[config.mk]
export PLATFORM = sky130hd
export DESIGN_NAME = control_sequencer
export DESIGN_NICKNAME = d
export VERILOG_FILES = /design/src/rtl/control_sequencer.sv
export SDC_FILE = /design/constraint.sdc
export NUM_CORES = 1
export LEC_CHECK = 0
export ABC_AREA = 1
export ABC_CLOCK_PERIOD_IN_PS = 2000
export CAP_MARGIN = 20
export CELL_PAD_IN_SITES_DETAIL_PLACEMENT = 1
export CELL_PAD_IN_SITES_GLOBAL_PLACEMENT = 1
export CORE_MARGIN = 3
export CORE_UTILIZATION = 24
export CTS_CLUSTER_SIZE = 20
export DETAILED_ROUTE_END_ITERATION = 6
export PLACE_DENSITY_LB_ADDON = 0.1
export SLEW_MARGIN = 5
export SYNTH_ARGS = -nofsm -noshare
export SYNTH_HDL_FRONTEND = slang
export SYNTH_SLANG_ARGS = --single-unit
[constraint.sdc]
create_clock -name clk -period 2 [get_ports clk]
set_clock_uncertainty 0.2 [all_clocks]
set_input_delay 0.4 -clock clk [delete_from_list [all_inputs] [get_ports clk]]
set_output_delay 0.4 -clock clk [all_outputs]
set_load 0.005 [all_outputs]
[src/rtl/control_sequencer.sv]
// Fetch/decode/execute sequencer for the 16-bit shared-bus datapath (Moore FSM).
// Optional memory-wait watchdog enabled by defining MEM_TIMEOUT_EN.
module control_sequencer #(
    parameter int TIMEOUT_CYCLES = 15,
    parameter int ALU_LAST_OP    = 7
) (
    input  logic       clk,
    input  logic       reset,
    input  logic [3:0] opcode,
    input  logic       S,
    input  logic       zero,
    input  logic       mem_ready,
    output logic       PC_in,
    output logic       PC_out,
    output logic       PC_inc,
    output logic       MAR_in,
    output logic       MDR_in,
    output logic       MDR_out,
    output logic       A_in,
    output logic       C_in,
    output logic       C_out,
    output logic       IR_in,
    output logic       IR_out,
    output logic       rf_in,
    output logic       rf_out,
    output logic [1:0] rf_sel,
    output logic       mem_rd,
    output logic       mem_wr,
    output logic       halted,
    output logic       fault,
    output logic [3:0] state_out
);
    typedef enum logic [3:0] {
        ST_IDLE, ST_F0, ST_F1, ST_F2, ST_DEC, ST_E0, ST_E1, ST_E2, ST_HALT, ST_FAULT
    } state_t;

    // Instruction class latched at decode so the shared E-states stay Moore.
    typedef enum logic [1:0] {CL_ALU, CL_LD, CL_ST, CL_JMP} cls_t;

    state_t      state_q, state_d;
    cls_t        cls_q, cls_d;
    logic        wait_st;
    logic        timeout;
    logic [31:0] op_ext;

    // S only affects the ALU's flag update; the sequencer has no use for it.
    wire unused_s = S;

    assign op_ext  = {28'd0, opcode};
    assign wait_st = (state_q == ST_F1) ||
                     (state_q == ST_E1 && cls_q == CL_LD) ||
                     (state_q == ST_E2 && cls_q == CL_ST);

`ifdef MEM_TIMEOUT_EN
    logic [4:0] cnt_q, cnt_d;

    // Counter restarts whenever the FSM is outside a wait state.
    always_comb begin
        cnt_d = 5'd0;
        if (wait_st && !mem_ready)
            cnt_d = cnt_q + 5'd1;
    end

    assign timeout = wait_st && !mem_ready &&
                     (({1'b0, cnt_q} + 6'd1) >= 6'(TIMEOUT_CYCLES));

    always_ff @(posedge clk) begin
        if (!reset)
            cnt_q <= 5'd0;
        else
            cnt_q <= cnt_d;
    end
`else
    wire [4:0] unused_timeout = 5'(TIMEOUT_CYCLES);
    assign timeout = 1'b0;
`endif

    always_ff @(posedge clk) begin
        if (!reset) begin
            state_q <= ST_IDLE;
            cls_q   <= CL_ALU;
        end else begin
            state_q <= state_d;
            cls_q   <= cls_d;
        end
    end

    always_comb begin
        state_d = state_q;
        cls_d   = cls_q;
        case (state_q)
            ST_IDLE: state_d = ST_F0;
            ST_F0:   state_d = ST_F1;
            ST_F1:   if (mem_ready) state_d = ST_F2;
            ST_F2:   state_d = ST_DEC;
            ST_DEC: begin
                if (op_ext <= $unsigned(ALU_LAST_OP)) begin
                    cls_d   = CL_ALU;
                    state_d = ST_E0;
                end else begin
                    case (opcode)
                        4'h8: begin cls_d = CL_LD;  state_d = ST_E0; end
                        4'h9: begin cls_d = CL_ST;  state_d = ST_E0; end
                        4'hA: begin cls_d = CL_JMP; state_d = ST_E0; end
                        4'hB: begin
                            cls_d   = CL_JMP;
                            state_d = zero ? ST_E0 : ST_F0;
                        end
                        4'hF:    state_d = ST_HALT;
                        default: state_d = ST_F0;
                    endcase
                end
            end
            ST_E0:   state_d = (cls_q == CL_JMP) ? ST_F0 : ST_E1;
            ST_E1:   if (cls_q != CL_LD || mem_ready) state_d = ST_E2;
            ST_E2:   if (cls_q != CL_ST || mem_ready) state_d = ST_F0;
            ST_HALT:  state_d = ST_HALT;
            ST_FAULT: state_d = ST_FAULT;
            default:  state_d = ST_IDLE;
        endcase
        if (timeout)
            state_d = ST_FAULT;
    end

    // Strobe decode: only one of PC_out/MDR_out/C_out/rf_out per state.
    always_comb begin
        PC_in = 1'b0; PC_out = 1'b0; PC_inc = 1'b0; MAR_in = 1'b0;
        MDR_in = 1'b0; MDR_out = 1'b0; A_in = 1'b0; C_in = 1'b0; C_out = 1'b0;
        IR_in = 1'b0; rf_in = 1'b0; rf_out = 1'b0; rf_sel = 2'd0;
        mem_rd = 1'b0; mem_wr = 1'b0; halted = 1'b0; fault = 1'b0;
        case (state_q)
            ST_F0: begin PC_out = 1'b1; MAR_in = 1'b1; end
            ST_F1: mem_rd = 1'b1;
            ST_F2: begin MDR_out = 1'b1; IR_in = 1'b1; PC_inc = 1'b1; end
            ST_E0: begin
                rf_out = 1'b1;
                rf_sel = 2'd1;
                case (cls_q)
                    CL_ALU:  A_in   = 1'b1;
                    CL_JMP:  PC_in  = 1'b1;
                    default: MAR_in = 1'b1;
                endcase
            end
            ST_E1: begin
                case (cls_q)
                    CL_ALU:  begin rf_out = 1'b1; rf_sel = 2'd2; C_in = 1'b1; end
                    CL_LD:   mem_rd = 1'b1;
                    CL_ST:   begin rf_out = 1'b1; MDR_in = 1'b1; end
                    default: ;
                endcase
            end
            ST_E2: begin
                case (cls_q)
                    CL_ALU:  begin C_out = 1'b1; rf_in = 1'b1; end
                    CL_LD:   begin MDR_out = 1'b1; rf_in = 1'b1; end
                    CL_ST:   mem_wr = 1'b1;
                    default: ;
                endcase
            end
            ST_HALT:  halted = 1'b1;
            ST_FAULT: fault  = 1'b1;
            default: ;
        endcase
    end

    assign IR_out    = 1'b0;
    assign state_out = state_q;

endmodule
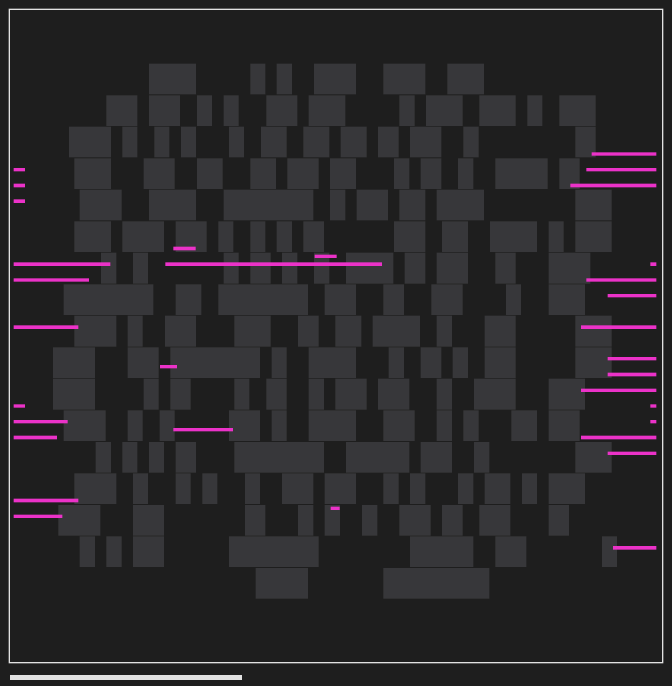
Run 1: the metal 3 layer
The bar under the picture is 20 um long. Cells faint in the background.
wire length on this layer: 130 um
nets with wire on the layer: 29
main direction: horizontal
longest straight run: 18.4 um
final WL: 2380 um
DR vias: 863
M3 GR Usage: 2.76%

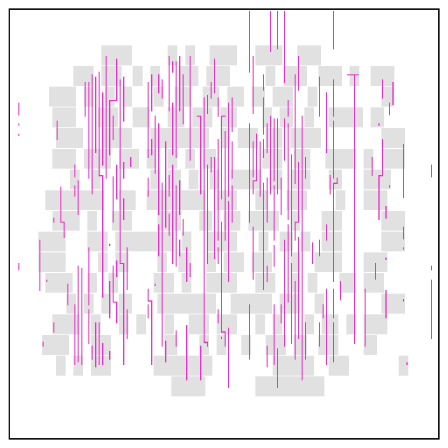
Run 1: signal wires on met2
Cells faint in the background.
main direction: vertical
nets with wire on the layer: 155
share of all routed wire: 50%
M2 GR Usage: 27.4%

==> run notes, run 1 <==
impl run done, here's what came out: outcome=completed, WHS Path Cells=3, Max clock buf depth=2, fraction of layout instances using a drive strength above 1=40.7%, port buffer count=29, total power=0.789 mW, final setup fails=0, clock network area share=1.89%, sequential share of power=21.3%, EDFF count, synth=0, Final Hold Viols=0, Non-clk bufs=55, chip area in the Yosys report=607 um^2, WHS Endpoint=cls_q[1], Placed Area=1070 um^2, Post-DRT Antenna Nets=0, WL met1=1020 um, CP Class=reg -> out, startpoint types=flip-flop, Layout Cells excl Fill=190, Die H=56.3 um, critical path data arrival time=1.36 ns, Inverters=19, switching share of power=40.2%, crit path to=rf_out, Synth Instances=106, cells on worst reg2reg path=9, max reg flops=4, Final TNS setup=0 ns, Cell variety after synth=20, NonClk Buf Share=39.0%, CLK BUF=3, Crit path depth=6, combinational share of cell area=39.5%
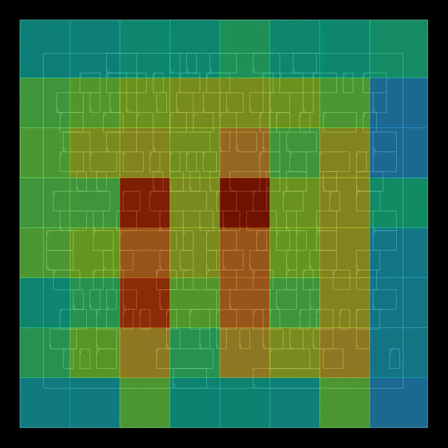
Run 1: track usage over the die
Total Routing Usage GR: 15.5%
GR peak layer: met2

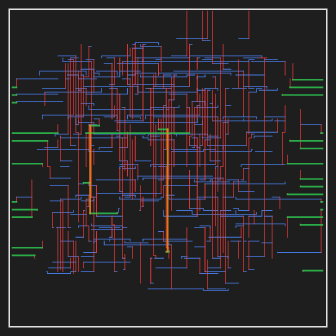
Run 1: signal wires by layer
| layer | colour | wire length |
|---|---|---|
| M4 | orange | 37.4 um |
| M2 | red | 1200 um |
| M3 | green | 130 um |
| M1 | blue | 1020 um |
wire length per cell: 12.5 um

Run 1, clock network drawn from the DEF:
The bar under the picture is 20 um long.
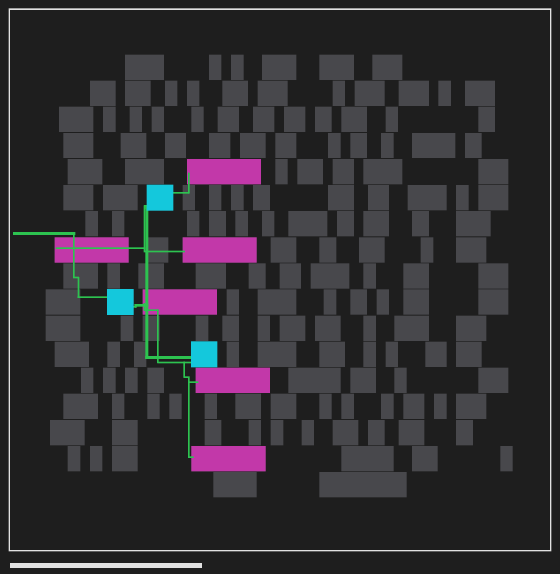

==> run 2: changes to the inputs <==
- CTS_BUF_LIST: default -> sky130_fd_sc_hd__clkbuf_16
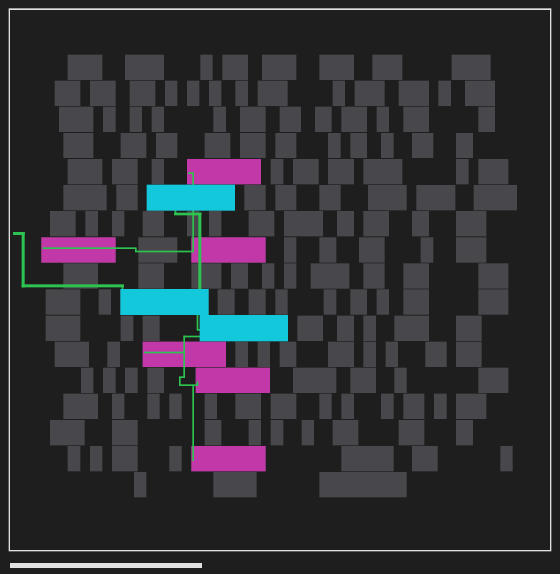
Run 2: clock network drawn from the DEF
The bar under the picture is 20 um long.
[clock wires] green | length: 93.6 um
[clock-net drivers] cyan | count: 3
[flip-flops] magenta | count: 6
flops lie: centre
clk pwr: 0.319 mW
clock latency on the worst-skew pair: 0.22 ns
Clock power frac: 32.4%

==> run 2 against run 1 <==
The run now ends with negative setup slack left. Worst setup slack lost 0.074 ns. Power grew 25%. Flip-flop count is the same. Critical path type unchanged. Critical endpoint unchanged. Largest cell class is now non-clock buffers.
==> run notes, run 2 <==
impl run done, here's what came out: Synth Instances=106 (unchanged), max reg flops=4 (unchanged), chip area in the Yosys report=607 um^2 (unchanged), M3 GR Usage=1.38% (was 2.76%), GR peak layer=met2 (unchanged), Total Routing Usage GR=16.4% (was 15.5%), Final TNS setup=-0.0297 ns (was 0 ns), CLK BUF=3 (unchanged), final WL=2530 um (was 2380 um), CP Class=reg -> out (unchanged), fraction of layout instances using a drive strength above 1=40.4% (was 40.7%), DR vias=894 (was 863), Die H=56.3 um (unchanged), startpoint types=flip-flop (unchanged), Placed Area=1070 um^2 (unchanged), outcome=complete, but fails checks (was completed), Crit path depth=8 (was 6), crit path to=rf_out (unchanged), clock network area share=5.89% (was 1.89%), failing checks=negative setup slack, sequential share of power=17.1% (was 21.3%), final setup fails=1 (was 0), Non-clk bufs=59 (was 55), Layout Cells excl Fill=194 (was 190), Cell variety after synth=20 (unchanged), port buffer count=29 (unchanged), fin worst setup slack=-0.0297 ns (was 0.0439 ns), Final Hold Viols=0 (unchanged)
==> run 3: changes to the inputs <==
- ABC_CLOCK_PERIOD_IN_PS: 2000 -> 2440
- CORE_UTILIZATION: 24 -> 26
- clock period: 2 -> 2.44 ns (I/O delays scaled with it)
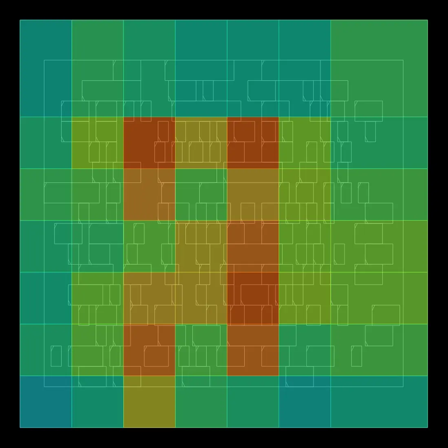
Run 3: track usage over the die
M3 GR Usage: 4.09%
Total Routing Usage GR: 16.3%
GR met1 Demand/Resource: 18.6%

==> run 3 against run 2 <==
The run now ends clean. Cell count is 15% lower. Wire length shrank 20%. Worst hold slack worse by 0.10 ns.
==> run notes, run 3 <==
impl run done, here's what came out: outcome=completed (was complete, but fails checks), critical path data arrival time=1.63 ns (was 1.43 ns), fin worst setup slack=0.119 ns (was -0.0297 ns), max reg flops=4 (unchanged), GR peak layer=met2 (unchanged), WL met1=882 um (was 1110 um), crit path to=MDR_in (was rf_out), combinational share of cell area=40.5% (was 36.6%), Final TNS setup=0 ns (was -0.0297 ns), clock latency on the worst-skew pair=0.23 ns (was 0.22 ns), CP Class=reg -> out (unchanged), DR vias=764 (was 894), Synth Instances=106 (unchanged), port buffer count=29 (unchanged), NonClk Buf Share=29.6% (was 38.9%), cells on worst reg2reg path=7 (was 11), WHS Endpoint=cls_q[1] (unchanged), total power=0.730 mW (was 0.985 mW), startpoint types=flip-flop (unchanged), Die H=54.3 um (was 56.3 um), final WL=2030 um (was 2530 um), Post-DRT Antenna Nets=0 (unchanged), Final Hold Viols=0 (unchanged)
No activity file was given, so power comes from the tool's default toggle rates.
